**src/rtl/video_mixer_pipe_if.sv**
```systemverilog
// Video mixer pixel bus: pixel strobe, mode controls, colour/sync in, VGA out.
// master drives ce_pix, modes, R/G/B, HSync/VSync; slave drives VGA_*.
interface video_mixer_pipe_if #(
  parameter int IN_BITS  = 8,
  parameter int OUT_BITS = 6
);
  logic                ce_pix;
  logic [1:0]          scanlines;
  logic                csync_en;
  logic                ypbpr;
  logic                ypbpr_full;
  logic [IN_BITS-1:0]  R;
  logic [IN_BITS-1:0]  G;
  logic [IN_BITS-1:0]  B;
  logic                HSync;
  logic                VSync;
  logic [OUT_BITS-1:0] VGA_R;
  logic [OUT_BITS-1:0] VGA_G;
  logic [OUT_BITS-1:0] VGA_B;
  logic                VGA_HS;
  logic                VGA_VS;

  modport master (
    output ce_pix, scanlines, csync_en, ypbpr, ypbpr_full,
    output R, G, B, HSync, VSync,
    input  VGA_R, VGA_G, VGA_B, VGA_HS, VGA_VS
  );

  modport slave (
    input  ce_pix, scanlines, csync_en, ypbpr, ypbpr_full,
    input  R, G, B, HSync, VSync,
    output VGA_R, VGA_G, VGA_B, VGA_HS, VGA_VS
  );
endinterface

```
**src/rtl/video_mixer_pipe.sv**
```systemverilog
// 4-stage video mixer: scanline attenuation, RGB->YPbPr, dither/quantise, sync.
// Ports: clk_sys, reset_n (async low), vid (slave modport: inputs + VGA_* out).
module video_mixer_pipe #(
  parameter int IN_BITS  = 8,
  parameter int OUT_BITS = 6,
  parameter int DITHER   = 1
) (
  input  logic             clk_sys,
  input  logic             reset_n,
  video_mixer_pipe_if.slave vid
);

  localparam int W    = IN_BITS;
  localparam int A    = IN_BITS + 10;
  localparam int DIFF = IN_BITS - OUT_BITS;
  localparam bit DO_DITH = (DITHER != 0) && (DIFF >= 2);
  localparam int DSH  = DO_DITH ? DIFF - 2 : 0;
  localparam int K    = 1 << (IN_BITS - 8);

  typedef logic signed [A-1:0] acc_t;

  localparam acc_t C18  = A'(18);
  localparam acc_t C25  = A'(25);
  localparam acc_t C38  = A'(38);
  localparam acc_t C66  = A'(66);
  localparam acc_t C74  = A'(74);
  localparam acc_t C94  = A'(94);
  localparam acc_t C112 = A'(112);
  localparam acc_t C129 = A'(129);
  localparam acc_t C255 = A'(255);
  localparam acc_t C291 = A'(291);
  localparam acc_t C298 = A'(298);
  localparam acc_t L16  = A'(16 * K);
  localparam acc_t L128 = A'(128 * K);
  localparam acc_t L235 = A'(235 * K);
  localparam acc_t L240 = A'(240 * K);
  localparam acc_t CMAX = A'((1 << W) - 1);
  localparam logic [W-1:0] MAXV = '1;

  typedef struct packed {
    logic hs;
    logic vs;
    logic lp;
    logic pp;
    logic cs;
    logic yp;
    logic yf;
  } ctl_t;

  function automatic logic [W-1:0] atten(
    input logic [W-1:0] x,
    input logic [1:0]   m,
    input logic         en
  );
    logic [W-1:0] y;
    y = x;
    if (en) begin
      case (m)
        2'd1:    y = (x >> 1) + (x >> 2);
        2'd2:    y = x >> 1;
        2'd3:    y = x >> 2;
        default: y = x;
      endcase
    end
    return y;
  endfunction

  // Signed divide by 256 rounding toward zero.
  function automatic acc_t div256(input acc_t s);
    acc_t t;
    t = s;
    if (s[A-1]) t = s + C255;
    return t >>> 8;
  endfunction

  function automatic acc_t clampc(input acc_t v, input acc_t lo, input acc_t hi);
    acc_t o;
    o = v;
    if (v < lo) o = lo;
    if (v > hi) o = hi;
    return o;
  endfunction

  function automatic acc_t expand(input acc_t v, input acc_t m);
    acc_t e;
    e = ((v - L16) * m) >>> 8;
    if (e > CMAX) e = CMAX;
    return e;
  endfunction

  function automatic logic [1:0] tval(input logic lp, input logic pp);
    logic [1:0] t;
    case ({lp, pp})
      2'b00:   t = 2'd0;
      2'b01:   t = 2'd2;
      2'b10:   t = 2'd3;
      default: t = 2'd1;
    endcase
    return t;
  endfunction

  function automatic logic [OUT_BITS-1:0] quant(
    input logic [W-1:0] v,
    input logic [1:0]   t
  );
    logic [W:0] s;
    s = {1'b0, v};
    if (DO_DITH) s = s + ((W+1)'(t) << DSH);
    if (s[W]) s = {1'b0, MAXV};
    return s[W-1 -: OUT_BITS];
  endfunction

  logic                hs_p_q, vs_p_q, lp_q, pp_q;
  logic [W-1:0]        r1_q, g1_q, b1_q;
  ctl_t                ctl1_q, ctl2_q, ctl3_q;
  acc_t                ar_q, ag_q, ab_q;
  logic [W-1:0]        v3r_q, v3g_q, v3b_q;
  logic [OUT_BITS-1:0] vr_q, vg_q, vb_q;
  logic                vhs_q, vvs_q;

  logic                hs_fall, vs_fall, lp_d, pp_d;
  logic [W-1:0]        r1_d, g1_d, b1_d;
  ctl_t                ctl1_d;
  acc_t                rs, gs, bs;
  acc_t                ar_d, ag_d, ab_d;
  acc_t                y3, pb3, pr3;
  logic [W-1:0]        v3r_d, v3g_d, v3b_d;
  logic [1:0]          t4;
  logic [OUT_BITS-1:0] vr_d, vg_d, vb_d;
  logic                vhs_d, vvs_d;

  // S1: line/pixel parity, attenuation, mode capture.
  // The pixel captured on an HSync fall already belongs to the new line.
  always_comb begin
    hs_fall = hs_p_q & ~vid.HSync;
    vs_fall = vs_p_q & ~vid.VSync;
    lp_d    = vs_fall ? 1'b0 : (hs_fall ? ~lp_q : lp_q);
    pp_d    = hs_fall ? 1'b0 : ~pp_q;
    r1_d    = atten(vid.R, vid.scanlines, lp_d);
    g1_d    = atten(vid.G, vid.scanlines, lp_d);
    b1_d    = atten(vid.B, vid.scanlines, lp_d);
    ctl1_d  = '{hs: vid.HSync, vs: vid.VSync, lp: lp_d, pp: pp_d,
                cs: vid.csync_en, yp: vid.ypbpr, yf: vid.ypbpr_full};
  end

  // S2: matrix products; RGB rides through the same registers.
  always_comb begin
    rs = A'(r1_q);
    gs = A'(g1_q);
    bs = A'(b1_q);
    ar_d = rs;
    ag_d = gs;
    ab_d = bs;
    if (ctl1_q.yp) begin
      ar_d = C112 * rs - C94 * gs - C18 * bs;
      ag_d = C66 * rs + C129 * gs + C25 * bs;
      ab_d = C112 * bs - C38 * rs - C74 * gs;
    end
  end

  // S3: scale, offset, clamp, optional full-range expansion.
  always_comb begin
    y3  = clampc(L16 + div256(ag_q), L16, L235);
    pb3 = clampc(L128 + div256(ab_q), L16, L240);
    pr3 = clampc(L128 + div256(ar_q), L16, L240);
    if (ctl2_q.yf) begin
      y3  = expand(y3, C298);
      pb3 = expand(pb3, C291);
      pr3 = expand(pr3, C291);
    end
    v3r_d = W'(ar_q);
    v3g_d = W'(ag_q);
    v3b_d = W'(ab_q);
    if (ctl2_q.yp) begin
      v3r_d = W'(pr3);
      v3g_d = W'(y3);
      v3b_d = W'(pb3);
    end
  end

  // S4: dither, quantise, sync encode.
  always_comb begin
    t4    = tval(ctl3_q.lp, ctl3_q.pp);
    vr_d  = quant(v3r_q, t4);
    vg_d  = quant(v3g_q, t4);
    vb_d  = quant(v3b_q, t4);
    vhs_d = ~ctl3_q.hs;
    vvs_d = ~ctl3_q.vs;
    if (ctl3_q.cs | ctl3_q.yp) begin
      vhs_d = ~(ctl3_q.hs ^ ctl3_q.vs);
      vvs_d = 1'b1;
    end
  end

  always_ff @(posedge clk_sys or negedge reset_n) begin
    if (!reset_n) begin
      hs_p_q <= 1'b0;
      vs_p_q <= 1'b0;
      lp_q   <= 1'b0;
      pp_q   <= 1'b0;
      r1_q   <= '0;
      g1_q   <= '0;
      b1_q   <= '0;
      ctl1_q <= '0;
      ar_q   <= '0;
      ag_q   <= '0;
      ab_q   <= '0;
      ctl2_q <= '0;
      v3r_q  <= '0;
      v3g_q  <= '0;
      v3b_q  <= '0;
      ctl3_q <= '0;
      vr_q   <= '0;
      vg_q   <= '0;
      vb_q   <= '0;
      vhs_q  <= 1'b1;
      vvs_q  <= 1'b1;
    end else if (vid.ce_pix) begin
      hs_p_q <= vid.HSync;
      vs_p_q <= vid.VSync;
      lp_q   <= lp_d;
      pp_q   <= pp_d;
      r1_q   <= r1_d;
      g1_q   <= g1_d;
      b1_q   <= b1_d;
      ctl1_q <= ctl1_d;
      ar_q   <= ar_d;
      ag_q   <= ag_d;
      ab_q   <= ab_d;
      ctl2_q <= ctl1_q;
      v3r_q  <= v3r_d;
      v3g_q  <= v3g_d;
      v3b_q  <= v3b_d;
      ctl3_q <= ctl2_q;
      vr_q   <= vr_d;
      vg_q   <= vg_d;
      vb_q   <= vb_d;
      vhs_q  <= vhs_d;
      vvs_q  <= vvs_d;
    end
  end

  assign vid.VGA_R  = vr_q;
  assign vid.VGA_G  = vg_q;
  assign vid.VGA_B  = vb_q;
  assign vid.VGA_HS = vhs_q;
  assign vid.VGA_VS = vvs_q;

endmodule
```
**src/flat_wrapper.sv**
```systemverilog
// flat-port wrapper written by rule: the top's interface ports become plain ports
module video_mixer_pipe_flat 
#(
  parameter int IN_BITS  = 8,
  parameter int OUT_BITS = 6,
  parameter int DITHER   = 1
)
  (clk_sys, reset_n, vid_ce_pix, vid_scanlines, vid_csync_en, vid_ypbpr, vid_ypbpr_full, vid_R, vid_G, vid_B, vid_HSync, vid_VSync, vid_VGA_R, vid_VGA_G, vid_VGA_B, vid_VGA_HS, vid_VGA_VS);
  video_mixer_pipe_if #(.IN_BITS(IN_BITS), .OUT_BITS(OUT_BITS)) vid_i ();
  input  logic clk_sys;
  input  logic reset_n;
  input wire logic [$bits(vid_i.ce_pix)-1:0] vid_ce_pix;
  input wire logic [$bits(vid_i.scanlines)-1:0] vid_scanlines;
  input wire logic [$bits(vid_i.csync_en)-1:0] vid_csync_en;
  input wire logic [$bits(vid_i.ypbpr)-1:0] vid_ypbpr;
  input wire logic [$bits(vid_i.ypbpr_full)-1:0] vid_ypbpr_full;
  input wire logic [$bits(vid_i.R)-1:0] vid_R;
  input wire logic [$bits(vid_i.G)-1:0] vid_G;
  input wire logic [$bits(vid_i.B)-1:0] vid_B;
  input wire logic [$bits(vid_i.HSync)-1:0] vid_HSync;
  input wire logic [$bits(vid_i.VSync)-1:0] vid_VSync;
  output wire logic [$bits(vid_i.VGA_R)-1:0] vid_VGA_R;
  output wire logic [$bits(vid_i.VGA_G)-1:0] vid_VGA_G;
  output wire logic [$bits(vid_i.VGA_B)-1:0] vid_VGA_B;
  output wire logic [$bits(vid_i.VGA_HS)-1:0] vid_VGA_HS;
  output wire logic [$bits(vid_i.VGA_VS)-1:0] vid_VGA_VS;
  assign vid_i.ce_pix = vid_ce_pix;
  assign vid_i.scanlines = vid_scanlines;
  assign vid_i.csync_en = vid_csync_en;
  assign vid_i.ypbpr = vid_ypbpr;
  assign vid_i.ypbpr_full = vid_ypbpr_full;
  assign vid_i.R = vid_R;
  assign vid_i.G = vid_G;
  assign vid_i.B = vid_B;
  assign vid_i.HSync = vid_HSync;
  assign vid_i.VSync = vid_VSync;
  assign vid_VGA_R = vid_i.VGA_R;
  assign vid_VGA_G = vid_i.VGA_G;
  assign vid_VGA_B = vid_i.VGA_B;
  assign vid_VGA_HS = vid_i.VGA_HS;
  assign vid_VGA_VS = vid_i.VGA_VS;
  video_mixer_pipe #(.IN_BITS(IN_BITS), .OUT_BITS(OUT_BITS), .DITHER(DITHER)) u_core (.clk_sys(clk_sys), .reset_n(reset_n), .vid(vid_i));
endmodule
```
**config.mk**
```make
export PLATFORM = sky130hd
export DESIGN_NAME = video_mixer_pipe_flat
export DESIGN_NICKNAME = d
export VERILOG_FILES = /design/src/rtl/video_mixer_pipe_if.sv /design/src/rtl/video_mixer_pipe.sv /design/src/flat_wrapper.sv
export SDC_FILE = /design/constraint.sdc
export NUM_CORES = 1
export LEC_CHECK = 0
export CAP_MARGIN = 15
export CORE_UTILIZATION = 25
export CTS_CLUSTER_SIZE = 25
export DETAILED_ROUTE_END_ITERATION = 10
export PLACE_DENSITY = 0.51
export SYNTH_ARGS = -nofsm -noshare
export SYNTH_HDL_FRONTEND = slang
export SYNTH_SLANG_ARGS = --single-unit
```
**constraint.sdc**
```tcl
create_clock -name clk_sys -period 8.1 [get_ports clk_sys]
set_input_delay 1.215 -clock clk_sys [delete_from_list [all_inputs] [get_ports clk_sys]]
set_output_delay 1.215 -clock clk_sys [all_outputs]
set_load 0.02 [all_outputs]
```
Fig. 1: cell placement
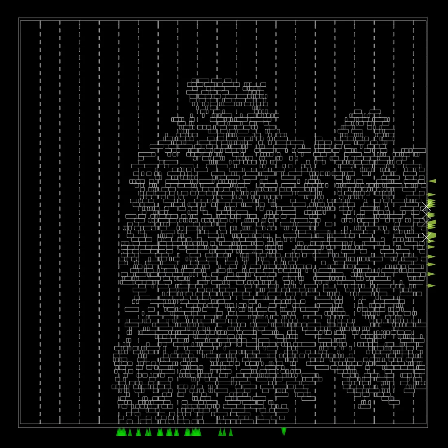
Core Area: 80700 µm²
# Taps: 1060
filler cell count in the final layout: 8728

Fig. 2: I/O pins on the die edge
Pins as bars across the die edge, other pins in gray.
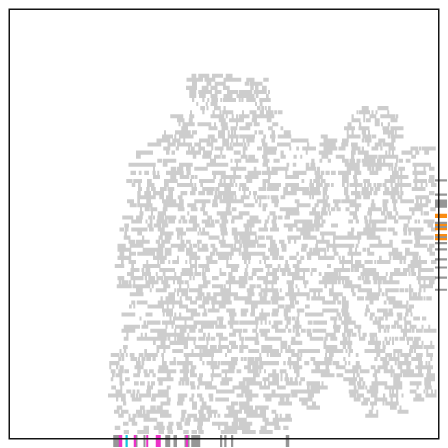
port	color	pins	direction	edge
vid_VGA_B	orange	6	output	right
vid_G	magenta	8	input	bottom
clk_sys	cyan	1	input	bottom

Fig. 3: placed cells, one color a class
Fill, decap, tap and diode cells in gray.
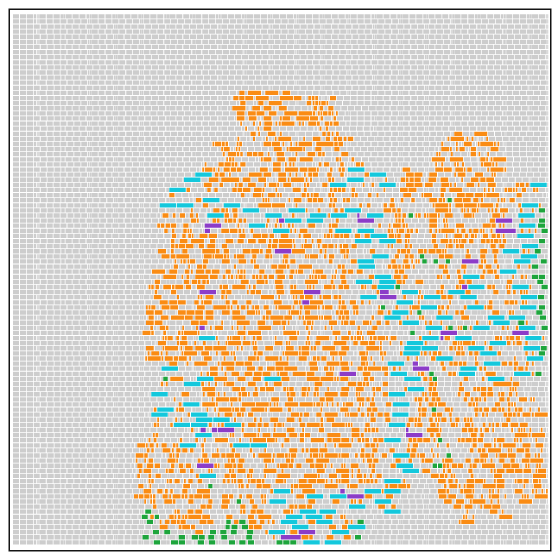
class	color	cells
remaining buffers and delay cells	green	78
combinational and other logic	orange	2160
sequential cells	cyan	141
clock drivers and dummy loads	purple	32

Fig. 4: clock network drawn from the DEF
The bar under the picture is 100 µm long.
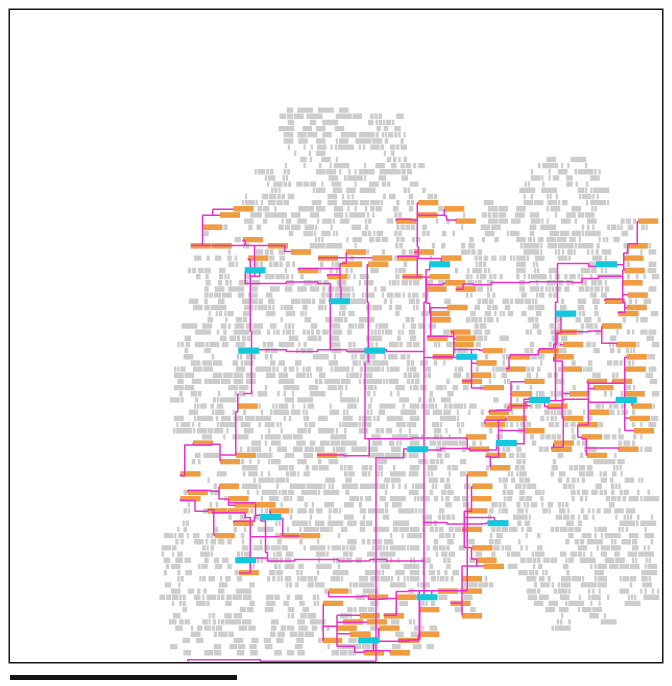
[flip-flops] orange | count: 141
[clock drivers] cyan | count: 17
[clock wires] magenta | length: 2700 µm
routed clock nets	18

==> impl_metrics.env <==
# source this file to load flow results
export IMPL_die_height_um=288
export IMPL_tool_warnings=42
export IMPL_grt_overflow_total=0
export IMPL_place_ws_ps=421
export IMPL_antenna_found_initial=0
export IMPL_die_w_um=288
export IMPL_reg2reg_depth=32
export IMPL_critPathArrivalTime_ps=7850
export IMPL_finish_net_count=2922
export IMPL_antennaDiodeCount=0
export IMPL_cts_max_path_buffers=2
export IMPL_cts_made_buffers=17
export IMPL_violations="design-rule violations"
export IMPL_drt_first_pass_iters=10
export IMPL_path_common_cell="sky130_fd_sc_hd__ha_1"
export IMPL_min_path_type="register to register"
export IMPL_yosys_stat_area_um2=20400
export IMPL_number_of_enable_flip_flop_cells=0
export IMPL_drc=8
export IMPL_timing_critical_path_slowest_cell_delay_ps=570
export IMPL_report_final_setup_viol=0
export IMPL_fmaxAchievable_mhz=133
export IMPL_largest_net_degree_at_the_start_of_global_routing=85
export IMPL_postSynthSeqShare_pct=17.3
export IMPL_required_ps=8450
export IMPL_fin_crit_sh_pct=92.6
export IMPL_final_cell_mix="408 x sky130_fd_sc_hd__inv_1, 360 x sky130_fd_sc_hd__ha_1, 173 x sky130_fd_sc_hd__a21oi_1"
export IMPL_grt_total_usage_pct=13.7
export IMPL_drt_wl_total_um=54400
export IMPL_drv_cap=0
export IMPL_ys_cells=2355
export IMPL_final_setup_tns_ps=0
export IMPL_clock_sinks=141
export IMPL_dieArea_um2=82700
export IMPL_areaGrowthSynthToFinish_pct=12.0
export IMPL_crit_path_max_fanout=6
export IMPL_port_buffers=53
export IMPL_hold_path_startpoint="u_core.ctl3_q[5]$_DFFE_PN0P_"
export IMPL_route_detailed_vias_per_inst=4.64
export IMPL_synthFlopType="sky130_fd_sc_hd__dfrtp_1"
export IMPL_synth_cell_types=85
export IMPL_postSynthRegisterBits=141
export IMPL_worst_setup_path_start_kind="register"
export IMPL_synthesis_area_per_instance_um2=8.66
export IMPL_route_detailed_wl_per_inst_um=15.7
export IMPL_clock_insertion_delay_worst_skew_ps=480
export IMPL_ant_nets=0
export IMPL_worst_setup_path_end_kind="register"
export IMPL_first_global_vias=16336
export IMPL_worstReg2RegStart="u_core.ar_q[7]$_DFFE_PN0P_"
export IMPL_design_portCount=54
export IMPL_clk_root_buffer_cell="sky130_fd_sc_hd__clkbuf_16"
export IMPL_rows=104
export IMPL_tritoncts="yes"
export IMPL_worst_slew_pin_slew_ps=872
export IMPL_max_slew_margin_pct=41.9
export IMPL_path_class="register to register"
export IMPL_postSynthCellCount=2355
export IMPL_clock_tree_htree_level_count=4
export IMPL_dr_total_vias=16089
export IMPL_layout_min_cycle_time_ps=7500
export IMPL_regToRegSetupSlack_ps=600
export IMPL_critical_path_startpoint="u_core.ar_q[7]$_DFFE_PN0P_"
export IMPL_syn_cell_area_um2=20400
export IMPL_drive_above_1_share_pct=4.77
export IMPL_hpwlAfterDp_um=43900
export IMPL_gp_congestion=0.868
export IMPL_run_status="finished with violations"
export IMPL_final_max_slew_viol_count=0
export IMPL_synth_yosys_warnings=0
export IMPL_layout_cells_most_common="sky130_fd_sc_hd__inv_1"
export IMPL_hold_slack_ps=451
export IMPL_drt_iter0_markers=979
export IMPL_crit_slowest_cell="sky130_fd_sc_hd__or4_1"
export IMPL_finalWorstSetupSlack_ps=601
export IMPL_timing_final_hold_violations=0
export IMPL_initial_utilization_pct=25.3
export IMPL_layout_skew_ps=15.0
export IMPL_critPathCapture="u_core.v3r_q[6]$_DFFE_PN0P_"
export IMPL_synthArstFlopShare_pct=100
export IMPL_reg2reg_to="u_core.v3r_q[6]$_DFFE_PN0P_"
export IMPL_grt_first_pass_wirelength_um=89100
export IMPL_clk_pin_slew_ps=70
==> cells by family after synthesis <==
group	after synthesis	synth area share (%)
mux	44	2.29
compound gates	592	19.1
xor+xnor	162	6.96
fa+ha+maj	490	34.8
other cells	2	0.0368
simple gates	445	10.5
flops	141	17.3
buf+inv	479	8.88
==> synth_stat cells (31+ instances only) <==
library cell	number	area share (%)
sky130_fd_sc_hd__inv_1	408	7.5
sky130_fd_sc_hd__ha_1	360	22
sky130_fd_sc_hd__a21oi_1	173	4.2
sky130_fd_sc_hd__nor2_1	166	3.1
sky130_fd_sc_hd__dfrtp_1	139	17
sky130_fd_sc_hd__fa_1	130	13
sky130_fd_sc_hd__xnor2_1	115	4.9
sky130_fd_sc_hd__o21ai_0	107	2.6
sky130_fd_sc_hd__nand2_1	77	1.4
sky130_fd_sc_hd__clkbuf_1	56	1.0
sky130_fd_sc_hd__a21o_1	48	1.8
sky130_fd_sc_hd__xor2_1	47	2.0
sky130_fd_sc_hd__a31oi_1	38	1.2
sky130_fd_sc_hd__o21bai_1	36	1.3
sky130_fd_sc_hd__nor3_1	33	0.81
sky130_fd_sc_hd__nor2b_1	32	0.98
sky130_fd_sc_hd__nand3_1	31	0.76
==> metrics by stage <==
| stage | util, % | instances | area, µm² |
|---|---|---|---|
| after floorplan | - | 2369 | 20400 |
| after global placement | 27.5 | 3437 | 22200 |
| after detailed placement | 27.5 | 3437 | 22200 |
| after CTS | 28.3 | 3469 | 22800 |
| after global routing | 28.3 | 3471 | 22800 |
| final | 28.3 | 3471 | 22800 |
==> final cells by class <==
type                       count  area (µm²)
timing repair buffer          78         721
tap                         1060        1330
multi-input combinational   1749       15100
fill                        8728       57800
clock buffer                  19         443
clock inverter                13         150
inverter                     411        1540
sequential                   141        3530
==> layer usage <==
layer  GRT usage, %  routed length, µm  vias up
li1               -                  -     8161
met1           18.3              26500     7696
met2           23.1              25600      179
met3           1.89               1420       53
met4           3.51                998        0
met5              0                  0        -
==> what timing repair did <==
item | CTS | global route
setup endpoints to repair | 0 | 16
gates resized | 0 | 4
setup buffers | 0 | 2
hold buffers | 0 | 0
==> how the worst min path moves through the flow <==
stage                                         end  slack [ps]  cells past startpoint
floorplan           u_core.vid.VGA_VS$_DFFE_PN1P_         400                      1
global placement    u_core.vid.VGA_VS$_DFFE_PN1P_         430                      1
detailed placement  u_core.vid.VGA_VS$_DFFE_PN1P_         450                      1
CTS                 u_core.vid.VGA_VS$_DFFE_PN1P_         450                      1
global route        u_core.vid.VGA_VS$_DFFE_PN1P_         480                      1
finish              u_core.vid.VGA_VS$_DFFE_PN1P_         450                      1
==> sequential cells by signal (all words and copies together), names as in the netlist, 7 cells and up <==
name           flops
u_core.ab_q       18
u_core.ag_q       17
u_core.ar_q       18
u_core.b1_q        8
u_core.ctl2_q      7
u_core.g1_q        8
u_core.r1_q        8
u_core.v3b_q       8
u_core.v3g_q       8
u_core.v3r_q       8
==> worst max-delay path, delay by kind of cell (launching register included) <==
family	cells	cell delay, ps
fa+ha+maj	7	2250
simple gates	10	2050
compound gates	8	1620
xor+xnor	3	630
buf+inv	4	420
flops	1	410
